===== src/rtl/quiz_round_if.sv =====
// Bus between the quiz round controller and the host/player/timer side.
// The master side drives host keys, player keys and the timer expiry; the
// slave side (the controller) drives the pulses, grant, lockout and scores.
interface quiz_round_if #(
    parameter int SCORE_W = 6
);
    logic                   arm;
    logic [3:0]             key_in;
    logic                   judge_ok;
    logic                   judge_bad;
    logic                   timer_expired;
    logic                   start_pulse;
    logic                   answer_pulse;
    logic [3:0]             grant;
    logic [3:0]             lockout;
    logic [4*SCORE_W-1:0]   scores;
    logic [7:0]             round_num;
    logic                   game_over;

    modport master (
        output arm, key_in, judge_ok, judge_bad, timer_expired,
        input  start_pulse, answer_pulse, grant, lockout, scores, round_num, game_over
    );

    modport slave (
        input  arm, key_in, judge_ok, judge_bad, timer_expired,
        output start_pulse, answer_pulse, grant, lockout, scores, round_num, game_over
    );
endinterface


===== src/rtl/quiz_round_ctrl.sv =====
// Quiz round sequencer and fair round-robin arbiter for four players.
// Runs arm -> countdown -> open window -> grant -> judge -> score, keeps
// saturating per-player scores and counts completed rounds up to game over.
// After a wrong answer/timeout the window reopens one cycle after the
// answer pulse so that start and answer pulses are never high together.
module quiz_round_ctrl #(
    parameter logic [15:0] ARM_DELAY = 16'd50000,
    parameter int          N_ROUNDS  = 8,
    parameter int          SCORE_W   = 6,
    parameter int          PTS_OK    = 2,
    parameter int          PTS_BAD   = 1
) (
    input  logic          clk,
    input  logic          rst,
    quiz_round_if.slave   bus
);

    typedef enum logic [2:0] {
        IDLE  = 3'd0,
        PRE   = 3'd1,
        OPEN  = 3'd2,
        GRANT = 3'd3,
        RDONE = 3'd4,
        OVER  = 3'd5
    } state_t;

    localparam logic [SCORE_W:0] OK_W  = (SCORE_W+1)'(PTS_OK);
    localparam logic [SCORE_W:0] BAD_W = (SCORE_W+1)'(PTS_BAD);
    localparam logic [SCORE_W:0] SMAX  = {1'b0, {SCORE_W{1'b1}}};
    localparam logic [7:0]       N_R   = 8'(N_ROUNDS);

    // Saturating add: clamps at the all-ones score instead of wrapping.
    function automatic logic [SCORE_W-1:0] sat_add(input logic [SCORE_W-1:0] s,
                                                    input logic [SCORE_W:0]   p);
        logic [SCORE_W:0] sum;
        sum = {1'b0, s} + p;
        if (sum > SMAX) begin
            return SMAX[SCORE_W-1:0];
        end else begin
            return sum[SCORE_W-1:0];
        end
    endfunction

    // Saturating subtract: clamps at zero instead of wrapping.
    function automatic logic [SCORE_W-1:0] sat_sub(input logic [SCORE_W-1:0] s,
                                                    input logic [SCORE_W:0]   p);
        logic [SCORE_W:0] diff;
        diff = {1'b0, s} - p;
        if ({1'b0, s} < p) begin
            return {SCORE_W{1'b0}};
        end else begin
            return diff[SCORE_W-1:0];
        end
    endfunction

    // Round-robin pick: first requester found scanning upward from ptr.
    function automatic logic [1:0] rr_pick(input logic [3:0] req, input logic [1:0] ptr);
        logic [1:0] idx;
        logic [1:0] res;
        logic       found;
        res   = ptr;
        found = 1'b0;
        for (int k = 0; k < 4; k++) begin
            idx = ptr + 2'(k);
            if (!found && req[idx]) begin
                res   = idx;
                found = 1'b1;
            end else begin
                found = found;
            end
        end
        return res;
    endfunction

    state_t              state_r, state_n;
    logic [15:0]         cnt_r, cnt_n;
    logic [3:0]          key_prev_r;
    logic [1:0]          rr_r, rr_n;
    logic [1:0]          win_r, win_n;
    logic                reopen_r, reopen_n;
    logic                start_r, start_n;
    logic                answer_r, answer_n;
    logic [3:0]          grant_r, grant_n;
    logic [3:0]          lockout_r, lockout_n;
    logic [SCORE_W-1:0]  score_r [4];
    logic [SCORE_W-1:0]  score_n [4];
    logic [7:0]          round_r, round_n;
    logic                over_r, over_n;

    logic [3:0]          key_edge_s;
    logic [3:0]          elig_s;
    logic [1:0]          pick_s;

    assign key_edge_s = bus.key_in & ~key_prev_r;
    assign elig_s     = key_edge_s & ~lockout_r;
    assign pick_s     = rr_pick(elig_s, rr_r);

    // Next-state and next-output decode for the round sequencer.
    always_comb begin
        state_n   = state_r;
        cnt_n     = cnt_r;
        rr_n      = rr_r;
        win_n     = win_r;
        reopen_n  = 1'b0;
        start_n   = 1'b0;
        answer_n  = 1'b0;
        grant_n   = grant_r;
        lockout_n = lockout_r;
        score_n   = score_r;
        round_n   = round_r;
        over_n    = over_r;

        case (state_r)
            IDLE: begin
                if (bus.arm) begin
                    lockout_n = 4'b0000;
                    cnt_n     = ARM_DELAY - 16'd1;
                    state_n   = PRE;
                end else begin
                    state_n = IDLE;
                end
            end

            PRE: begin
                // Early presses are false starts: lock out and penalise once.
                for (int i = 0; i < 4; i++) begin
                    if (key_edge_s[i] && !lockout_r[i]) begin
                        lockout_n[i] = 1'b1;
                        score_n[i]   = sat_sub(score_r[i], BAD_W);
                    end else begin
                        lockout_n[i] = lockout_n[i];
                    end
                end
                if (cnt_r == 16'd0) begin
                    if (lockout_n == 4'b1111) begin
                        state_n = RDONE;
                    end else begin
                        state_n = OPEN;
                        start_n = 1'b1;
                    end
                end else begin
                    cnt_n = cnt_r - 16'd1;
                end
            end

            OPEN: begin
                start_n = reopen_r;
                if (elig_s != 4'b0000) begin
                    grant_n = 4'b0001 << pick_s;
                    rr_n    = pick_s + 2'd1;
                    win_n   = pick_s;
                    state_n = GRANT;
                end else begin
                    state_n = OPEN;
                end
            end

            GRANT: begin
                if (bus.judge_ok) begin
                    score_n[win_r] = sat_add(score_r[win_r], OK_W);
                    answer_n       = 1'b1;
                    grant_n        = 4'b0000;
                    state_n        = RDONE;
                end else if (bus.judge_bad || bus.timer_expired) begin
                    score_n[win_r]   = sat_sub(score_r[win_r], BAD_W);
                    lockout_n[win_r] = 1'b1;
                    answer_n         = 1'b1;
                    grant_n          = 4'b0000;
                    if (lockout_n != 4'b1111) begin
                        state_n  = OPEN;
                        reopen_n = 1'b1;
                    end else begin
                        state_n = RDONE;
                    end
                end else begin
                    state_n = GRANT;
                end
            end

            RDONE: begin
                round_n = round_r + 8'd1;
                if (round_r + 8'd1 == N_R) begin
                    state_n = OVER;
                    over_n  = 1'b1;
                end else begin
                    state_n = IDLE;
                end
            end

            OVER: begin
                state_n = OVER;
            end

            default: begin
                state_n = IDLE;
            end
        endcase
    end

    // State and registered-output update with asynchronous reset.
    always_ff @(posedge clk or posedge rst) begin
        if (rst) begin
            state_r    <= IDLE;
            cnt_r      <= 16'd0;
            key_prev_r <= 4'b0000;
            rr_r       <= 2'd0;
            win_r      <= 2'd0;
            reopen_r   <= 1'b0;
            start_r    <= 1'b0;
            answer_r   <= 1'b0;
            grant_r    <= 4'b0000;
            lockout_r  <= 4'b0000;
            for (int i = 0; i < 4; i++) begin
                score_r[i] <= {SCORE_W{1'b0}};
            end
            round_r    <= 8'd0;
            over_r     <= 1'b0;
        end else begin
            state_r    <= state_n;
            cnt_r      <= cnt_n;
            key_prev_r <= bus.key_in;
            rr_r       <= rr_n;
            win_r      <= win_n;
            reopen_r   <= reopen_n;
            start_r    <= start_n;
            answer_r   <= answer_n;
            grant_r    <= grant_n;
            lockout_r  <= lockout_n;
            score_r    <= score_n;
            round_r    <= round_n;
            over_r     <= over_n;
        end
    end

    assign bus.start_pulse  = start_r;
    assign bus.answer_pulse = answer_r;
    assign bus.grant        = grant_r;
    assign bus.lockout      = lockout_r;
    assign bus.scores       = {score_r[3], score_r[2], score_r[1], score_r[0]};
    assign bus.round_num    = round_r;
    assign bus.game_over    = over_r;

endmodule


===== src/flat_wrapper.sv =====
// flat-port wrapper written by rule: the top's interface ports become plain ports
module quiz_round_ctrl_flat 
#(
    parameter logic [15:0] ARM_DELAY = 16'd50000,
    parameter int          N_ROUNDS  = 8,
    parameter int          SCORE_W   = 6,
    parameter int          PTS_OK    = 2,
    parameter int          PTS_BAD   = 1
)
  (clk, rst, bus_arm, bus_key_in, bus_judge_ok, bus_judge_bad, bus_timer_expired, bus_start_pulse, bus_answer_pulse, bus_grant, bus_lockout, bus_scores, bus_round_num, bus_game_over);
  quiz_round_if #(.SCORE_W(SCORE_W)) bus_i ();
  input  logic clk;
  input  logic rst;
  input wire logic [$bits(bus_i.arm)-1:0] bus_arm;
  input wire logic [$bits(bus_i.key_in)-1:0] bus_key_in;
  input wire logic [$bits(bus_i.judge_ok)-1:0] bus_judge_ok;
  input wire logic [$bits(bus_i.judge_bad)-1:0] bus_judge_bad;
  input wire logic [$bits(bus_i.timer_expired)-1:0] bus_timer_expired;
  output wire logic [$bits(bus_i.start_pulse)-1:0] bus_start_pulse;
  output wire logic [$bits(bus_i.answer_pulse)-1:0] bus_answer_pulse;
  output wire logic [$bits(bus_i.grant)-1:0] bus_grant;
  output wire logic [$bits(bus_i.lockout)-1:0] bus_lockout;
  output wire logic [$bits(bus_i.scores)-1:0] bus_scores;
  output wire logic [$bits(bus_i.round_num)-1:0] bus_round_num;
  output wire logic [$bits(bus_i.game_over)-1:0] bus_game_over;
  assign bus_i.arm = bus_arm;
  assign bus_i.key_in = bus_key_in;
  assign bus_i.judge_ok = bus_judge_ok;
  assign bus_i.judge_bad = bus_judge_bad;
  assign bus_i.timer_expired = bus_timer_expired;
  assign bus_start_pulse = bus_i.start_pulse;
  assign bus_answer_pulse = bus_i.answer_pulse;
  assign bus_grant = bus_i.grant;
  assign bus_lockout = bus_i.lockout;
  assign bus_scores = bus_i.scores;
  assign bus_round_num = bus_i.round_num;
  assign bus_game_over = bus_i.game_over;
  quiz_round_ctrl #(.ARM_DELAY(ARM_DELAY), .N_ROUNDS(N_ROUNDS), .SCORE_W(SCORE_W), .PTS_OK(PTS_OK), .PTS_BAD(PTS_BAD)) u_core (.clk(clk), .rst(rst), .bus(bus_i));
endmodule

===== config.mk =====
export PLATFORM = sky130hd
export DESIGN_NAME = quiz_round_ctrl_flat
export DESIGN_NICKNAME = d
export VERILOG_FILES = /design/src/rtl/quiz_round_if.sv /design/src/rtl/quiz_round_ctrl.sv /design/src/flat_wrapper.sv
export SDC_FILE = /design/constraint.sdc
export NUM_CORES = 1
export LEC_CHECK = 0
export CORE_UTILIZATION = 30
export DETAILED_ROUTE_END_ITERATION = 10
export PLACE_DENSITY = 0.52
export REMOVE_ABC_BUFFERS = 1
export SLEW_MARGIN = 10
export SYNTH_ARGS = -nofsm -noshare
export SYNTH_HDL_FRONTEND = slang
export SYNTH_SLANG_ARGS = --single-unit

===== constraint.sdc =====
create_clock -name clk -period 6.11 [get_ports clk]
set_input_delay 0.9165 -clock clk [delete_from_list [all_inputs] [get_ports clk]]
set_output_delay 0.9165 -clock clk [all_outputs]
set_load 0.01 [all_outputs]

**Clock wires, drivers and flops**

The bar under the picture is 50 um long.
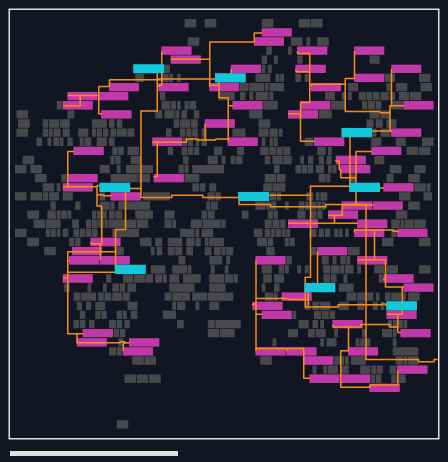
- cyan: clock drivers (count 9)
- magenta: flip-flops (count 71)
- orange: clock wires (length 1110 um)
- routed clock nets: 10
- flops lie: all over the die
clk ins delay skew pair: 0.35 ns
Max Clock Skew: 0.009124 ns
clock network power: 0.490 mW
proportion of power drawn by the clock network: 20.6%

**The clock network**

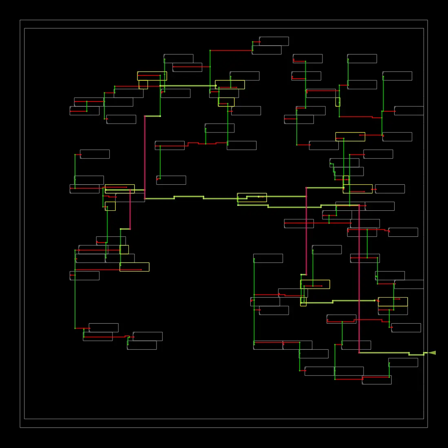
number of clock buffers inserted by TritonCTS: 9
Layout clock buffers: 11
clock sink count: 71

**Placement by cell class**

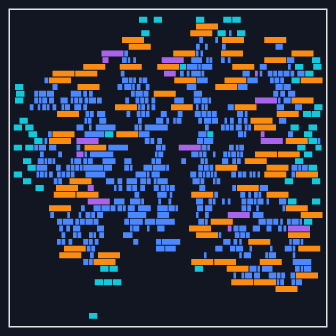
- purple: clock drivers and dummy loads (cells 16; share of their area 5.1%)
- cyan: remaining buffers and delay cells (cells 55; share of their area 9.9%)
- blue: combinational and other logic (cells 434; share of their area 52%)
- orange: sequential cells (cells 71; share of their area 33%)
Design Area, Final: 0.005725 sq mm
Core Region: 0.01531 sq mm
Std-Cell Rows: 45

==> results.txt <==
part of the total power dissipated in sequential elements -> 34.1%
IO Port Bufs -> 52
result of the run -> complete, no violations
chip area -> 0.01631 sq mm
setup violators final -> 0
final number of hold-violating endpoints -> 0
Multi-input comb cells -> 409
number of standard cells in the final layout excluding fillers -> 787
overall power -> 2.377 mW
cell with the largest stage delay on the worst path -> sky130_fd_sc_hd__clkdlybuf4s50_1
wire length of the first global-routing pass -> 22430 um
flip-flop count of the largest register after layout -> 24
buffers outside the clock class -> 55
worst hold slack across all endpoints -> 0.4635 ns
number of non-clock inverters in the layout -> 25
cell count listed in synth_stat.txt -> 526
layer carrying the most global-route usage -> met2
Inst Count DP -> 771
Residual DRC -> 0
YS chip area -> 0.004741 sq mm
flops out of synthesis -> 71
Main power group -> combinational logic
Post-CTS Repair Setup Buffers -> 0
power density relative to cell area -> 415.1 mW/mm^2
sequential element share of the synthesized area -> 37.48%
CTS tree -> yes
combined area of all synthesized cells -> 0.004741 sq mm
post-route ant nets -> 0
fraction of registers with async set or reset after synthesis -> 100.0%
biggest area consumer among synthesized cells -> sky130_fd_sc_hd__dfrtp_1
delay contributed by the slowest stage of the critical path -> 0.82 ns
Mapped Avg Cell Area -> 9.013 sq um
Switching Fraction -> 43.16%
met1 track demand over resource -> 23.31%
overflow left after global routing -> 0
initial core utilization -> 30.96%
Top class by area -> multi-input combinational cells
width of the die -> 127.7 um
worst relative slew slack -> 22.15%
Met2 Routed Length -> 6471 um
final standard cell utilization of the core -> 37.39%
cell internal power dissipation -> 1.351 mW
worst min path class -> flop to flop
# Max-Cap Violations -> 0
layout cell share with drive strength beyond 1 -> 9.375%
Fmax achieved -> 298.3 MHz
Arr. time, crit path -> 3.57 ns
peak fanout along the critical path -> 16
switching component of the power -> 1.026 mW
max-slew violation total from the final report -> 0
commonest non-fill, non-tap cells in the layout -> 71 x sky130_fd_sc_hd__dfrtp_1, 52 x sky130_fd_sc_hd__clkdlybuf4s50_1, 46 x sky130_fd_sc_hd__nand2_1
met3 Resource Use GR -> 4.591%
crit end category -> flop
met3 routed wirelength -> 973 um
Worst-path clk slew -> 0.06 ns
endpoint required time on the critical path -> 6.32 ns
startpoint of the worst register-to-register path -> u_core.win_r[1]
fill cell count -> 1559
Antenna Diode Count -> 0
endpoint of the worst-slack reg-to-reg timing path -> u_core.bus.scores[7]
Longest Clk Path Bufs -> 2
crit path cell chain -> clkdlybuf4s50_1, nor3_1, a211o_1, a211oi_1, o21ai_0, a21oi_1, o21ai_1
area of the multi-input gates -> 0.002771 sq mm
die y size -> 127.7 um
RSZ-0062 raised after global routing -> no
Crit path depth -> 7
Resize count post-CTS -> 0
critical path startpoint -> bus_judge_ok
area overhead of the layout relative to synthesis -> 20.77%
most frequently placed logic cell in the final layout -> sky130_fd_sc_hd__dfrtp_1
HPWL reported at the end of detailed placement -> 9995 um
tool warning count -> 31
global routing met2 resource utilization -> 28.29%
combinational power share -> 45.3%
minimum clock period -> 3.353 ns
Placed Area -> 0.005449 sq mm
final weighted congestion in routability-driven placement -> 0.8626
gate count of the mapped netlist -> 526
setup TNS -> 0 ns
fraction of area in registers -> 31.03%
cell type group with the largest total delay on the critical path -> AND-OR/OR-AND gates
crit path to -> u_core.bus.scores[20]
worst-case setup margin in the final layout -> 2.757 ns
crit path buf inv count -> 1
Worst Setup Slack post-DPL -> 2.415 ns
hold path cells -> 1
Pre-Repair DR Iteration Count -> 6
count of boundary I/O pins -> 53
highest signal layer in the routed design -> met4
pin count of the biggest net entering global routing -> 72
number of tapcells -> 211
Reg2Reg Depth -> 8
drt initial violations -> 290
top post-synthesis cells by count -> 71 x sky130_fd_sc_hd__dfrtp_1, 46 x sky130_fd_sc_hd__nand2_1, 44 x sky130_fd_sc_hd__o21ai_0
Dominant Register Cell -> sky130_fd_sc_hd__dfrtp_1
clock network area share -> 4.830%
standby leakage power -> 2.247 nW
post-synth tally of flip-flops with integrated enable -> 0
number of library cell types mapped by synthesis -> 72
Reg2Reg Setup Slack -> 3.02 ns
# H-tree levels -> 3
root buffer cell -> sky130_fd_sc_hd__clkbuf_16
proportion of cell area occupied by multi-input gates -> 48.40%
number of global-route vias before repair -> 4182
sequential group power -> 0.811 mW
Worst setup SP type -> input pin
total routed wire length on the met1 layer -> 6174 um
most frequent cell after synthesis -> sky130_fd_sc_hd__dfrtp_1
top post-synthesis cells by area -> sky130_fd_sc_hd__dfrtp_1 37%, sky130_fd_sc_hd__o21ai_0 4.6%, sky130_fd_sc_hd__ha_1 4.0%
Final Net Count -> 596
FF+latch count -> 71
worst-case vdd ir drop -> 0.0001926 V
hold-fix buffers at CTS -> 0
critical path class -> input pin to flop
Worst-Margin Slew -> 1.159 ns
Avg Vias per Cell -> 5.512
Top cell area share -> 37.48%
Register Area -> 0.001777 sq mm
non-clock buffer contribution to total cell area -> 9.484%
Comb group -> 1.08 mW
final cycle utilization of the critical path -> 54.87%
Ys Warns -> 0
number of antenna violations at the first check in global routing -> 0
**Met4 routing**

Cells faint in the background.
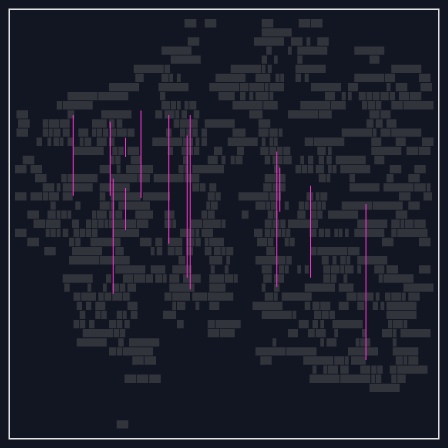
- longest straight run: 51.7 um
- nets with wire on the layer: 9
vias after detailed routing: 4338
DRT Wirelength: 14000 um

**Signal metal coverage by tile**

26 x 26 tiles, from dark blue (low) to red (high), scaled to the fullest tile. Values are wire area over tile area, all layers added.
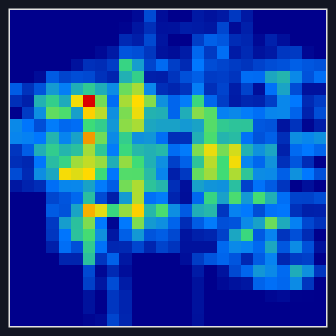
- nearly empty tiles: 28%
- densest ninth of the die: centre
- tiles over half the peak: 8.6%
- fullest tile: 0.76
- emptiest ninth of the die: south
global router's overall resource usage: 18.01%
WL/cell: 17.79 um

## kinds of logic (layout without fill, tap and decap cells)
logic type      count (synthesis)  count (layout)  synth area share (%)
simple gates                  204             204                 23.09
compound gates                152             152                 22.12
flops                          71              71                 37.48
buf+inv                        46              96                 4.170
xor+xnor                       24              24                 4.434
fa+ha+maj                      15              15                 3.959
mux                            14              14                 4.751
## how the worst min path moves through the flow
stage,to,from
after floorplan,u_core.cnt_r[5],u_core.cnt_r[5]
after global placement,u_core.bus.game_over,u_core.bus.game_over
after detailed placement,u_core.bus.game_over,u_core.bus.game_over
after CTS,u_core.bus.game_over,u_core.bus.game_over
after global routing,u_core.bus.game_over,u_core.bus.game_over
final,u_core.bus.game_over,u_core.bus.game_over
Power and IR drop assume default switching activity.
